`config.mk`:
```
export PLATFORM = sky130hd
export DESIGN_NAME = fd_circle_fetch
export DESIGN_NICKNAME = d
export VERILOG_FILES = /design/src/rtl/fd_circle_fetch.sv
export SDC_FILE = /design/constraint.sdc
export NUM_CORES = 1
export LEC_CHECK = 0
export ABC_CLOCK_PERIOD_IN_PS = 9550
export CORE_MARGIN = 1.5
export CORE_UTILIZATION = 60
export CTS_BUF_LIST = sky130_fd_sc_hd__clkbuf_16
export CTS_CLUSTER_DIAMETER = 200
export DETAILED_ROUTE_END_ITERATION = 8
export GPL_TIMING_DRIVEN = 0
export MAX_ROUTING_LAYER = met4
export PLACE_DENSITY = 0.89
export SYNTH_ARGS = -nofsm -noshare
export SYNTH_HDL_FRONTEND = slang
export SYNTH_SLANG_ARGS = --single-unit
export TNS_END_PERCENT = 5
```
`constraint.sdc`:
```
create_clock -name clock -period 9.55 [get_ports clock]
set_input_delay 1.91 -clock clock [delete_from_list [all_inputs] [get_ports clock]]
set_output_delay 1.91 -clock clock [all_outputs]
set_load 0.005 [all_outputs]
```
`src/rtl/fd_circle_fetch.sv`:
```
// Raster-scan sequencer for the FAST-9 register file. For each candidate pixel it reads the centre
// pixel and its 16 radius-3 circle pixels from SRAM, then holds the loaded set until detAck.
module fd_circle_fetch #(
  parameter int IMG_W    = 64,
  parameter int IMG_H    = 64,
  parameter int ADDR_W   = 12,
  parameter int SRAM_LAT = 1
) (
  input  logic              clock,
  input  logic              reset,
  input  logic              start,
  output logic              sramRe,
  output logic [ADDR_W-1:0] sramAddr,
  output logic              regWe,
  output logic [4:0]        regAddr,
  output logic              readen,
  output logic [7:0]        pixX,
  output logic [7:0]        pixY,
  input  logic              detAck,
  output logic              busy,
  output logic              done
);

  typedef enum logic [2:0] {IDLE, ISSUE, DRAIN, EVAL, NEXT} state_t;

  state_t              state;
  logic [4:0]          k;
  logic [1:0]          drainCnt;
  logic [ADDR_W-1:0]   rowBase;
  logic                wePipe   [SRAM_LAT];
  logic [4:0]          addrPipe [SRAM_LAT];

  logic                lastX, lastY;
  logic [7:0]          nextX, nextY;
  logic [ADDR_W-1:0]   nextBase;
  logic [ADDR_W-1:0]   pixBase;

  // Circle offset dy*IMG_W+dx as a modulo-2**ADDR_W constant; negative offsets wrap and cancel on add.
  function automatic logic [ADDR_W-1:0] circle_off(input logic [4:0] idx);
    int dx, dy;
    dx = 0;
    dy = 0;
    case (idx)
      5'd1:  begin dx =  0; dy = -3; end
      5'd2:  begin dx =  1; dy = -3; end
      5'd3:  begin dx =  2; dy = -2; end
      5'd4:  begin dx =  3; dy = -1; end
      5'd5:  begin dx =  3; dy =  0; end
      5'd6:  begin dx =  3; dy =  1; end
      5'd7:  begin dx =  2; dy =  2; end
      5'd8:  begin dx =  1; dy =  3; end
      5'd9:  begin dx =  0; dy =  3; end
      5'd10: begin dx = -1; dy =  3; end
      5'd11: begin dx = -2; dy =  2; end
      5'd12: begin dx = -3; dy =  1; end
      5'd13: begin dx = -3; dy =  0; end
      5'd14: begin dx = -3; dy = -1; end
      5'd15: begin dx = -2; dy = -2; end
      5'd16: begin dx = -1; dy = -3; end
      default: begin dx = 0; dy = 0; end
    endcase
    return ADDR_W'(dy * IMG_W + dx);
  endfunction

  assign lastX   = (pixX == 8'(IMG_W - 4));
  assign lastY   = (pixY == 8'(IMG_H - 4));
  assign pixBase = rowBase + ADDR_W'(pixX);

  // NOTE: every always_comb output gets a default first so no path leaves it unassigned (no latch).
  always_comb begin
    nextX    = pixX + 8'd1;
    nextY    = pixY;
    nextBase = rowBase;
    if (lastX) begin
      nextX = 8'd3;
      if (lastY) begin
        nextY    = 8'd3;
        nextBase = ADDR_W'(3 * IMG_W);
      end else begin
        nextY    = pixY + 8'd1;
        nextBase = rowBase + ADDR_W'(IMG_W);
      end
    end
  end

  // NOTE: sequential state uses non-blocking assignments so every register samples pre-edge values.
  always_ff @(posedge clock or posedge reset) begin
    if (reset) begin
      state    <= IDLE;
      k        <= '0;
      drainCnt <= '0;
      rowBase  <= ADDR_W'(3 * IMG_W);
      pixX     <= 8'd3;
      pixY     <= 8'd3;
      sramRe   <= 1'b0;
      sramAddr <= '0;
      readen   <= 1'b0;
      busy     <= 1'b0;
      done     <= 1'b0;
    end else begin
      done <= 1'b0;
      case (state)
        IDLE: begin
          // The done cycle itself is IDLE; a start there is dropped.
          if (start && !done) begin
            state    <= ISSUE;
            busy     <= 1'b1;
            sramRe   <= 1'b1;
            k        <= 5'd0;
            sramAddr <= pixBase + circle_off(5'd0);
          end
        end
        ISSUE: begin
          if (k == 5'd16) begin
            sramRe   <= 1'b0;
            drainCnt <= 2'd0;
            state    <= DRAIN;
          end else begin
            k        <= k + 5'd1;
            sramAddr <= pixBase + circle_off(k + 5'd1);
          end
        end
        DRAIN: begin
          if (drainCnt == 2'(SRAM_LAT - 1)) begin
            readen <= 1'b1;
            state  <= EVAL;
          end else begin
            drainCnt <= drainCnt + 2'd1;
          end
        end
        EVAL: begin
          if (detAck) begin
            readen <= 1'b0;
            state  <= NEXT;
          end
        end
        NEXT: begin
          pixX    <= nextX;
          pixY    <= nextY;
          rowBase <= nextBase;
          if (lastX && lastY) begin
            done  <= 1'b1;
            busy  <= 1'b0;
            state <= IDLE;
          end else begin
            state    <= ISSUE;
            sramRe   <= 1'b1;
            k        <= 5'd0;
            sramAddr <= nextBase + ADDR_W'(nextX) + circle_off(5'd0);
          end
        end
        default: state <= IDLE;
      endcase
    end
  end

  // Write strobe and slot trail the read strobe by SRAM_LAT; the slot only advances on a real write.
  // NOTE: the pipeline is a small register array, so it is reset; a reset mid-scan must not leak writes.
  always_ff @(posedge clock or posedge reset) begin
    if (reset) begin
      for (int i = 0; i < SRAM_LAT; i++) begin
        wePipe[i]   <= 1'b0;
        addrPipe[i] <= '0;
      end
    end else begin
      wePipe[0] <= sramRe;
      if (sramRe) addrPipe[0] <= k;
      for (int i = 1; i < SRAM_LAT; i++) begin
        wePipe[i] <= wePipe[i-1];
        if (wePipe[i-1]) addrPipe[i] <= addrPipe[i-1];
      end
    end
  end

  assign regWe   = wePipe[SRAM_LAT-1];
  assign regAddr = addrPipe[SRAM_LAT-1];

endmodule

```
placement_by_type.png
Scale: 4 px per um.
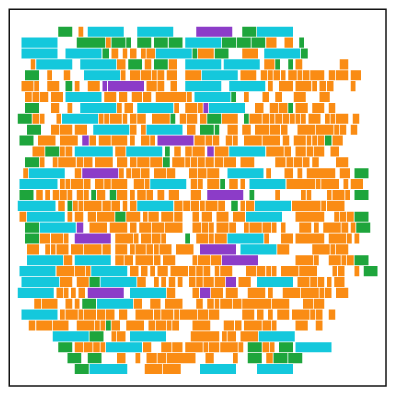
[cyan] sequential cells | cells: 60 | share of their area: 27%
[purple] clock drivers and dummy loads | cells: 16 | share of their area: 4.7%
[green] remaining buffers and delay cells | cells: 68 | share of their area: 9.6%
[orange] combinational and other logic | cells: 489 | share of their area: 59%

==> summary.txt <==
run metrics: ant diodes=0, clk slew on worst S/H paths=50 ps, hold slack=393 ps, Switching Power=about 0.00061 W, largest net degree at the start of global routing=32, Logic family by area=simple AND/OR/NAND/NOR gates, length of routed met2 wiring=between 6000 and 7000 um, top flop regs=rowBase x12, sramAddr x12, worst path cell trace=clkbuf_1 -> inv_1 -> ha_1 -> mux2i_1 -> a2111o_1 -> a32o_1 -> fa_1 -> inv_1 -> ha_1 -> nor3_1 -> o2111ai_1 -> a41oi_1 -> nand2b_1 -> a21oi_1 -> o211ai_1 -> nand3_1, Crit-path slowest cell=fa_1, mapped cell area=0.00495 sq mm, maximum VDD drop=0.000115 V, DPL Wire Length=9390 um, wire length of the first global-routing pass=21300 um, min-delay src=sramRe$_DFFE_PP0P_, Met1 Wirelength=5620 um, synth top area cells=dfrtp_1 27%, ha_1 11%, nor2_1 4.1%, register area=0.00151 sq mm, Final nets=683, yosys simple share=21.0%, Reg2Reg Depth=16, final worst path period share=47.7%, Die Footprint=0.00881 sq mm, clock skew=8.69 ps, logic area=0.00323 sq mm, leak pwr=about 2.6 nW, Worst Hold Class=flop to flop, Crit path arrival time=4770 ps, TritonCTS sink count=60, # DRC=0, measured slew at the worst slew-check pin=655 ps, final WL=12700 um, First-pass DRT Iterations=6, Clk pwr share=20.1%, Hold Path Cell Cnt=0, cell-internal power=a little over 0.0008 W, GRT Util Overall=roughly a third, Critical Path End=sramAddr[11]$_DFFE_PP0P_, placer congestion estimate=between 0.9 and 1, Adder Share, Synth=~14%, vias per std cell=6.27, Die Ht=93.8 um, post-synth area from yosys stat=0.00495 sq mm, Clock Latency Late Sink=330 ps, PwrDens=around 250 mW/mm^2, Post-Syn Instances=575, Top Consumer=combinational cells, grt total ovfl=0, ys cells=575, CTS buffer count=9, 1st-iter DRT viols=399, count of cell types in the netlist=67, sequential group power=0.000373 W, IO buf count=41, Yosys top cell by area=dfrtp_1, startpoint types=flop, max cap viols=0, status=completed, CP endpoint kind=flop, Seq share, synth=30.5%, root buf cell=clkbuf_16
metal_density.png
Scale: 4 px per um. The die is cut into 19 by 19 equal tiles; dark purple is low, yellow is high, scaled to the fullest tile. Values are wire area over tile area, all layers added.
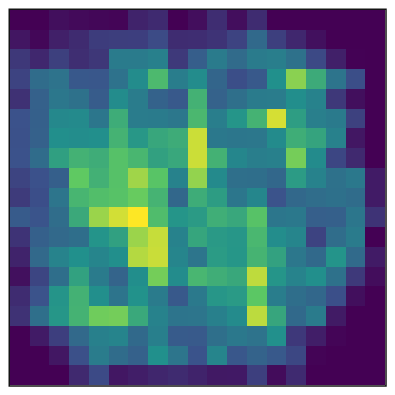
densest ninth of the die: centre
mean over tiles: 0.23
emptiest ninth of the die: south-east
fullest tile: 0.66
nearly empty tiles: 12%

[placed cells by master (no fill, tap or decap), drive strengths merged, types with 4 or more instances in the layout]
| cell | n |
|---|---|
| nor2 | 55 |
| dfrtp | 54 |
| nand2 | 50 |
| ha | 43 |
| clkdlybuf4s50 | 41 |
| o21ai | 38 |
| a21oi | 31 |
| inv | 28 |
| clkbuf | 24 |
| xnor2 | 20 |
| xor2 | 20 |
| nand3 | 18 |
| nor3 | 18 |
| a31oi | 13 |
| and2 | 13 |
| buf | 12 |
| nor2b | 10 |
| mux2 | 9 |
| o31ai | 9 |
| and3 | 8 |
| a21o | 8 |
| a211oi | 8 |
| fa | 8 |
| nand4 | 7 |
| nand2b | 7 |
| dfstp | 6 |
| nor3b | 6 |
| o21a | 5 |
| or3 | 4 |
| a22o | 4 |
| a22oi | 4 |
[per-layer routing]
layer | track usage (%) | vias up
li1 | - | 2185
met1 | 42.1 | 2213
met2 | 48.9 | 186
met3 | 5.02 | 23
met4 | 11.1 | 0
met5 | - | -
[area by class of cell]
class,instances,area share (%)
Clock buffer,9,3.90
Clock inverter,7,0.650
Inverter,26,1.69
Multi-Input combinational cell,463,56.0
Timing Repair Buffer,42,7.46
Buffer,26,1.97
Sequential cell,60,26.1
Tap cell,102,2.21
[metrics by stage]
step / worst slack, ps / instance area, sq um / power, W / util (%) / cells
3_5_place_dp: 5050 / 5510 / 0.00112 / 70.2 / 719
6_report: 4990 / 5770 / 0.00143 / 73.5 / 735
5_1_grt: 4610 / 5770 / 0.00153 / 73.5 / 735
3_3_place_gp: 5110 / 5490 / 0.00109 / 69.9 / 718
4_1_cts: 5030 / 5770 / 0.00142 / 73.5 / 735
2_1_floorplan: 5670 / 4950 / 0.000877 / - / 575
Power and IR drop assume default switching activity.
